Met2 routing:
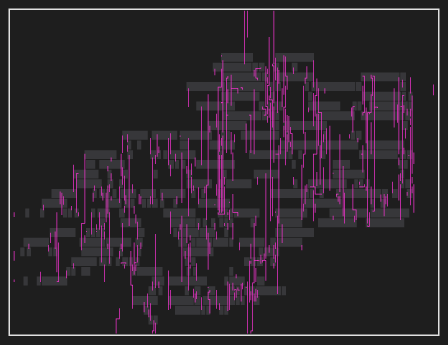
Placed standard cells:
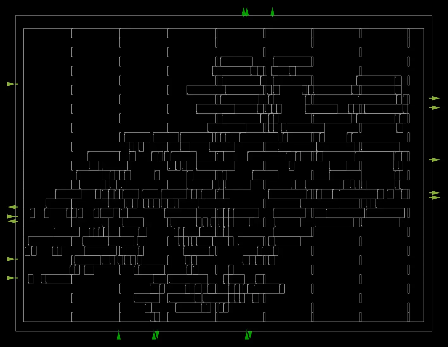
===== config.mk =====
export PLATFORM = sky130hd
export DESIGN_NAME = spi_rx_oversampled
export DESIGN_NICKNAME = d
export VERILOG_FILES = /design/src/rtl/spi_rx_oversampled.sv
export SDC_FILE = /design/constraint.sdc
export NUM_CORES = 1
export LEC_CHECK = 0
export ABC_AREA = 1
export CAP_MARGIN = 5
export CORE_ASPECT_RATIO = 0.75
export CORE_MARGIN = 2
export CORE_UTILIZATION = 25
export DETAILED_ROUTE_END_ITERATION = 12
export DONT_BUFFER_PORTS = 1
export GPL_ROUTABILITY_DRIVEN = 0
export PLACE_DENSITY = 0.44
export SYNTH_ARGS = -nofsm -noshare
export SYNTH_HDL_FRONTEND = slang
export SYNTH_SLANG_ARGS = --single-unit

===== constraint.sdc =====
create_clock -name wb_clk_i -period 6.55 [get_ports wb_clk_i]
set_input_delay 1.31 -clock wb_clk_i [delete_from_list [all_inputs] [get_ports wb_clk_i]]
set_output_delay 1.31 -clock wb_clk_i [all_outputs]
set_load 0.01 [all_outputs]

===== src/rtl/spi_rx_oversampled.sv =====
// rtl/spi_rx_oversampled.sv - oversampled SPI slave receiver with first-word-fall-through FIFO
module spi_rx_oversampled #(
    parameter int WIDTH     = 8,
    parameter int DEPTH     = 4,
    parameter bit CPOL      = 1'b0,
    parameter bit CPHA      = 1'b0,
    parameter bit LSB_FIRST = 1'b0
) (
    input  logic             wb_clk_i,
    input  logic             wb_rst_i,
    input  logic             spi_sck,
    input  logic             spi_csn,
    input  logic             spi_sdi,
    output logic [WIDTH-1:0] rx_data,
    output logic             rx_valid,
    input  logic             rx_ready,
    output logic             rx_overflow,
    input  logic             rx_clear_ovf,
    output logic             rx_partial,
    output logic             busy
);
    localparam int CW = (WIDTH > 1) ? $clog2(WIDTH) : 1;
    localparam int AW = (DEPTH > 1) ? $clog2(DEPTH) : 1;
    localparam int LAST = WIDTH - 1;
    localparam logic [CW-1:0] LAST_BIT = LAST[CW-1:0];
    localparam logic [AW:0] FULL_COUNT = DEPTH[AW:0];

    typedef enum logic [1:0] {
        WAIT_DESELECT,
        IDLE,
        ACTIVE
    } state_t;

    state_t state;
    state_t state_next;

    logic sck_s1, sck_s2, sck_s3;
    logic csn_s1, csn_s2;
    logic sdi_s1, sdi_s2;
    logic sck_rise, sck_fall, sample_edge;

    logic [CW-1:0]    bit_cnt;
    logic [WIDTH-1:0] shift_reg;
    logic [WIDTH-1:0] word_next;
    logic             shift_en;
    logic             push;
    logic             drop_bits;

    logic [WIDTH-1:0] mem [DEPTH];
    logic [AW-1:0]    wr_ptr, rd_ptr;
    logic [AW:0]      count;
    logic             full, pop, wr_en;

    // Bring the asynchronous pins into the system clock; SCK gets a third stage for edge detection
    always_ff @(posedge wb_clk_i) begin
        if (wb_rst_i) begin
            sck_s1 <= CPOL;
            sck_s2 <= CPOL;
            sck_s3 <= CPOL;
            csn_s1 <= 1'b0;
            csn_s2 <= 1'b0;
            sdi_s1 <= 1'b0;
            sdi_s2 <= 1'b0;
        end else begin
            sck_s1 <= spi_sck;
            sck_s2 <= sck_s1;
            sck_s3 <= sck_s2;
            csn_s1 <= spi_csn;
            csn_s2 <= csn_s1;
            sdi_s1 <= spi_sdi;
            sdi_s2 <= sdi_s1;
        end
    end

    assign sck_rise = sck_s2 & ~sck_s3;
    assign sck_fall = ~sck_s2 & sck_s3;
    // Modes 0 and 3 sample on the rising edge, modes 1 and 2 on the falling edge
    assign sample_edge = (CPOL ^ CPHA) ? sck_fall : sck_rise;

    assign word_next = LSB_FIRST ? {sdi_s2, shift_reg[WIDTH-1:1]}
                                 : {shift_reg[WIDTH-2:0], sdi_s2};

    // Receiver state register
    always_ff @(posedge wb_clk_i) begin
        if (wb_rst_i) begin
            state <= WAIT_DESELECT;
        end else begin
            state <= state_next;
        end
    end

    // Next-state and per-cycle control: deselect takes priority over a same-cycle sample edge
    always_comb begin
        state_next = state;
        shift_en   = 1'b0;
        push       = 1'b0;
        drop_bits  = 1'b0;
        case (state)
            WAIT_DESELECT: begin
                if (csn_s2) state_next = IDLE;
            end
            IDLE: begin
                if (!csn_s2) state_next = ACTIVE;
            end
            ACTIVE: begin
                if (csn_s2) begin
                    state_next = IDLE;
                    drop_bits  = (bit_cnt != '0);
                end else if (sample_edge) begin
                    shift_en = 1'b1;
                    push     = (bit_cnt == LAST_BIT);
                end
            end
            default: state_next = WAIT_DESELECT;
        endcase
    end

    // Bit counter, shift register and the partial-word pulse
    always_ff @(posedge wb_clk_i) begin
        if (wb_rst_i) begin
            bit_cnt    <= '0;
            shift_reg  <= '0;
            rx_partial <= 1'b0;
        end else begin
            rx_partial <= drop_bits;
            if (state != ACTIVE || drop_bits) begin
                bit_cnt   <= '0;
                shift_reg <= '0;
            end else if (shift_en) begin
                shift_reg <= word_next;
                bit_cnt   <= push ? '0 : bit_cnt + 1'b1;
            end
        end
    end

    assign full     = (count == FULL_COUNT);
    assign rx_valid = (count != '0);
    assign pop      = rx_valid & rx_ready;
    assign wr_en    = push & (~full | pop);
    assign rx_data  = rx_valid ? mem[rd_ptr] : '0;
    assign busy     = (state == ACTIVE);

    // FIFO storage; stale entries are never visible because rx_data is gated by occupancy
    always_ff @(posedge wb_clk_i) begin
        if (wr_en) mem[wr_ptr] <= word_next;
    end

    // FIFO pointers, occupancy and the sticky overflow flag (a new overflow beats a clear)
    always_ff @(posedge wb_clk_i) begin
        if (wb_rst_i) begin
            wr_ptr      <= '0;
            rd_ptr      <= '0;
            count       <= '0;
            rx_overflow <= 1'b0;
        end else begin
            if (wr_en) wr_ptr <= wr_ptr + 1'b1;
            if (pop) rd_ptr <= rd_ptr + 1'b1;
            if (wr_en && !pop) begin
                count <= count + 1'b1;
            end else if (!wr_en && pop) begin
                count <= count - 1'b1;
            end
            if (push && !wr_en) begin
                rx_overflow <= 1'b1;
            end else if (rx_clear_ovf) begin
                rx_overflow <= 1'b0;
            end
        end
    end
endmodule

==> results.txt <==
Notes on the flow run.

- STA classifies the critical path endpoint as a primary output.
- In this run the power density over the cells is 363.9 mW/mm².
- Of the total power, the share spent switching nets is 0.2572.
- The data arrival time reported for the critical path is 1690 ps.
- For this run, the detailed router reports a per-instance via density of 4.070.
- The multi-input combinational cell area is 778.2 µm², for reference.
- The growth of design area from synthesis to finish is 17.95%, for reference.
- The combinational family with the most area after synthesis is simple AND/OR/NAND/NOR gates, for reference.
- The die outline area is 0.01087 mm², for reference.
- The setup TNS after final layout is 0 ps, for reference.
- The top routing layer in use is met4, for reference.
- The post-synth count of flops with an enable pin is 32.
- Per the synthesis report, the XOR/XNOR share of the synthesized area is 0.003490.
- In this run the worst hold path is classified as reg2reg.
- The die outline height is 90.78 µm, for reference.
- Per the synth stats, the proportion of register bits with asynchronous set or reset is 0.
- The share of synthesized cell area in and-or and or-and compound cells is 0.09372, for reference.
- The maximum clock frequency is 0.3335 GHz, for reference.
- In the per-layer summary, the met1 wirelength comes to 2460 µm.
- In the final layout, the clock buffer count is 11.
- The combinational group power is 0.129 mW, for reference.
- The final number of max-transition violations is 0, for reference.
- The final number of setup-violating endpoints is 0, for reference.
- The count of nets left with antenna violations after detail routing is 0, for reference.
- The chip area from the yosys synthesis statistics is 0.002510 mm², for reference.
- In the Yosys stats the netlist draws on 23 distinct library cells.
- Per the final report, the share of cell area in non-clock buffers is 0.
- The commonest cells after synthesis are nor2_1 (74), edfxtp_1 (32), dfxtp_1 (30).
- The share of cell area taken by multi-input logic gates is 0.2629, for reference.
- In this run, CTS created clock tree buffers numbering 9.
- Across all register-to-register paths, the minimum setup slack is 4250 ps.
- Among logic cells in the layout, the one with the most instances is nor2_1.
- The H-tree depth is 3, for reference.
- The most critical setup path has its endpoint at rx_data[6].
- The number of antenna violations at the first check in global routing is 0, for reference.
- The layout multi-input combinational cell count is 156, for reference.
- The flow ran to the end, and the final reports show no timing, DRC or antenna violations.
- The tally of max-capacitance violations is 0, for reference.
- The most used flip-flop cell after synthesis is edfxtp_1.
- Looking at the setup timing report, the critical path kind is reg2out.
- The final wirelength is 4812 µm, for reference.
- Counting the warning lines in the Yosys log gives 0.
- The launch point of the worst register-to-register path is recorded as bit_cnt[1]$_SDFFE_PP0P_.
- The worst path required time is 5240 ps, for reference.
- The worst-skew pair later-pin latency is 330 ps, for reference.
- The transition time at the pin with the least slew margin is 864.8 ps, for reference.
- The register with the most flip-flops in the layout has 32 of them.
- The global router's overall resource usage is 0.09997, for reference.
- The floorplan core density is 0.2588, for reference.
- The via count of the first global-routing pass came to 1543.
- The leading area contributor after synthesis is edfxtp_1, for reference.
- The number of flip-flops and latches is 62, for reference.
- The hold violation total from the final report is 0, for reference.
- In the post-synthesis netlist, the biggest area contributors are edfxtp_1 (38%), dfxtp_1 (24%), nor2_1 (11%).
- Hold is met by 399.4 ps.
- The report lists the cells along the critical path as inv_2, o21ai_1, a21oi_1.
- The clock input transition at the sequential cells of the worst setup and hold paths is 50 ps, for reference.
- The post-synthesis simple-gate area fraction is 0.1650, for reference.
- The post-placement worst setup slack is 3721 ps, for reference.
- The final non-filler cell total is 400, for reference.
- Gates resized during post-CTS repair numbered 0.
- For hold timing, the worst endpoint is csn_s2$_SDFF_PP0_.
- The length of routed met3 wiring is 265 µm, for reference.
- The final timing report lists clock skew as 5.733 ps.
- Across all stage logs, warnings added up to 30.
- The TritonCTS sink count is 62, for reference.
- Of the total synthesized cell area, the portion taken by full adders, half adders and majority gates is 0.04786.
- The worst setup path is launched from a flip-flop.
- For this run, the script counts the antenna cells in the layout as 0.
- The proportion of power drawn by the clock network is 0.471, for reference.
- Averaged over all synthesized cells, the footprint is 9.728 µm².
- In the final layout, excluding clock buffers the buffer count is 0.
- The maximum ir drop on the vdd rail is 0.09798 mV, for reference.
- The clock group total power is 0.507 mW, for reference.
- Of the cells placed in the final design, the portion with a size suffix greater than 1 is 0.1045.
- The post-synth register bit count is 62.
- The summed area of non-filler cells in the final layout is 0.002960 mm², for reference.
- The total design power is 1.077 mW, for reference.
- The count of boundary I/O pins is 19, for reference.
- By instance count after routing, the leading logic cell types are nor2_1 (74), edfxtp_1 (32), dfxtp_1 (30), inv_1 (28), o21ai_1 (19).
- The final layout report lists a filler cell count of 1036.
- The standard cell area after detailed placement is 0.002635 mm², for reference.
- Setup repair after global routing left no endpoint under its margin.
- Of the total power, combinational logic draws 0.120.
- The internal portion of total power is 0.8001 mW, for reference.
- Hold repair after CTS inserted 0 buffers.
- The portion of total power attributed to sequential cells is 0.410, for reference.
- The launch point of the worst min-delay path is recorded as csn_s1$_SDFF_PP0_.
- The post-detailed-route wirelength per cell is 12.03 µm, for reference.
- Among all stages on the critical path, the largest delay is contributed by dfxtp_1.
- The static power due to leakage is 1.136 nW, for reference.
- Dividing the final minimum period by the clock period gives 0.4578.
- The number of cells in the design after placement is 384, for reference.
- The number of instances on the worst hold path is 2, for reference.
- Routing resource usage on met3 recorded by global route was 0.04798.
- Per the CTS log, the buffer count on the longest clock path is 2.
- After detailed routing, the met2 layer carries 1983 µm of wire.
- The number of optimization iterations in the first detailed-route pass is 4, for reference.
- The half-perimeter wire length after placement is 3216 µm, for reference.
- On the worst path, the slowest cell contributes a delay of 710 ps.
- The sum of buffers and inverters on the critical path is 1, for reference.
- The timing report attributes the biggest portion of critical-path delay to flip-flops.
- Before any placement, the netlist area is recorded as 0.002510 mm².
- The first global-routing pass estimated 8093 µm of wire.
- The synthesized netlist was found by Yosys to have 258 cells.
- Of the synthesized area, sequential elements account for 0.6221.
- For this run the aggregate overflow at the end of global routing stands at 0.
- Summing all flip-flop and latch instances after layout gives 0.001562 mm².
- The number of DRC violations after detailed routing is 0, for reference.
- The worst-case headroom to the max-slew limit is 0.4213, for reference.
- Per the area breakdown, the dominant cell category is sequential cells.
- Counting I/O delays and the setup requirement, the final critical path takes 2998 ps.
- The length in cells of the worst reg-to-reg path is 13, for reference.
- The number of non-clock inverters in the layout is 34, for reference.
- The area fraction in mux cells is 0, for reference.
- In the final design database the tool counted 279 nets.
- In this run the number of cells on the critical path is 3.
- The reported net switching power is 0.2771 mW, for reference.
- The most crowded layer after global routing is met2, for reference.
## Picture notes: 'met2 routing'
share of all routed wire: 41%
wire length on this layer: 1980 µm
met2 demand-to-capacity share in global routing: 0.1367
via count of the routed design: 1628

## Picture notes: 'placed standard cells'
share of the core filled with cells in the final layout: 0.3053
area of the core: 0.009697 mm²
tap cell instance count: 132
standard-cell rows: 31

No activity file was given, so power comes from the tool's default toggle rates.
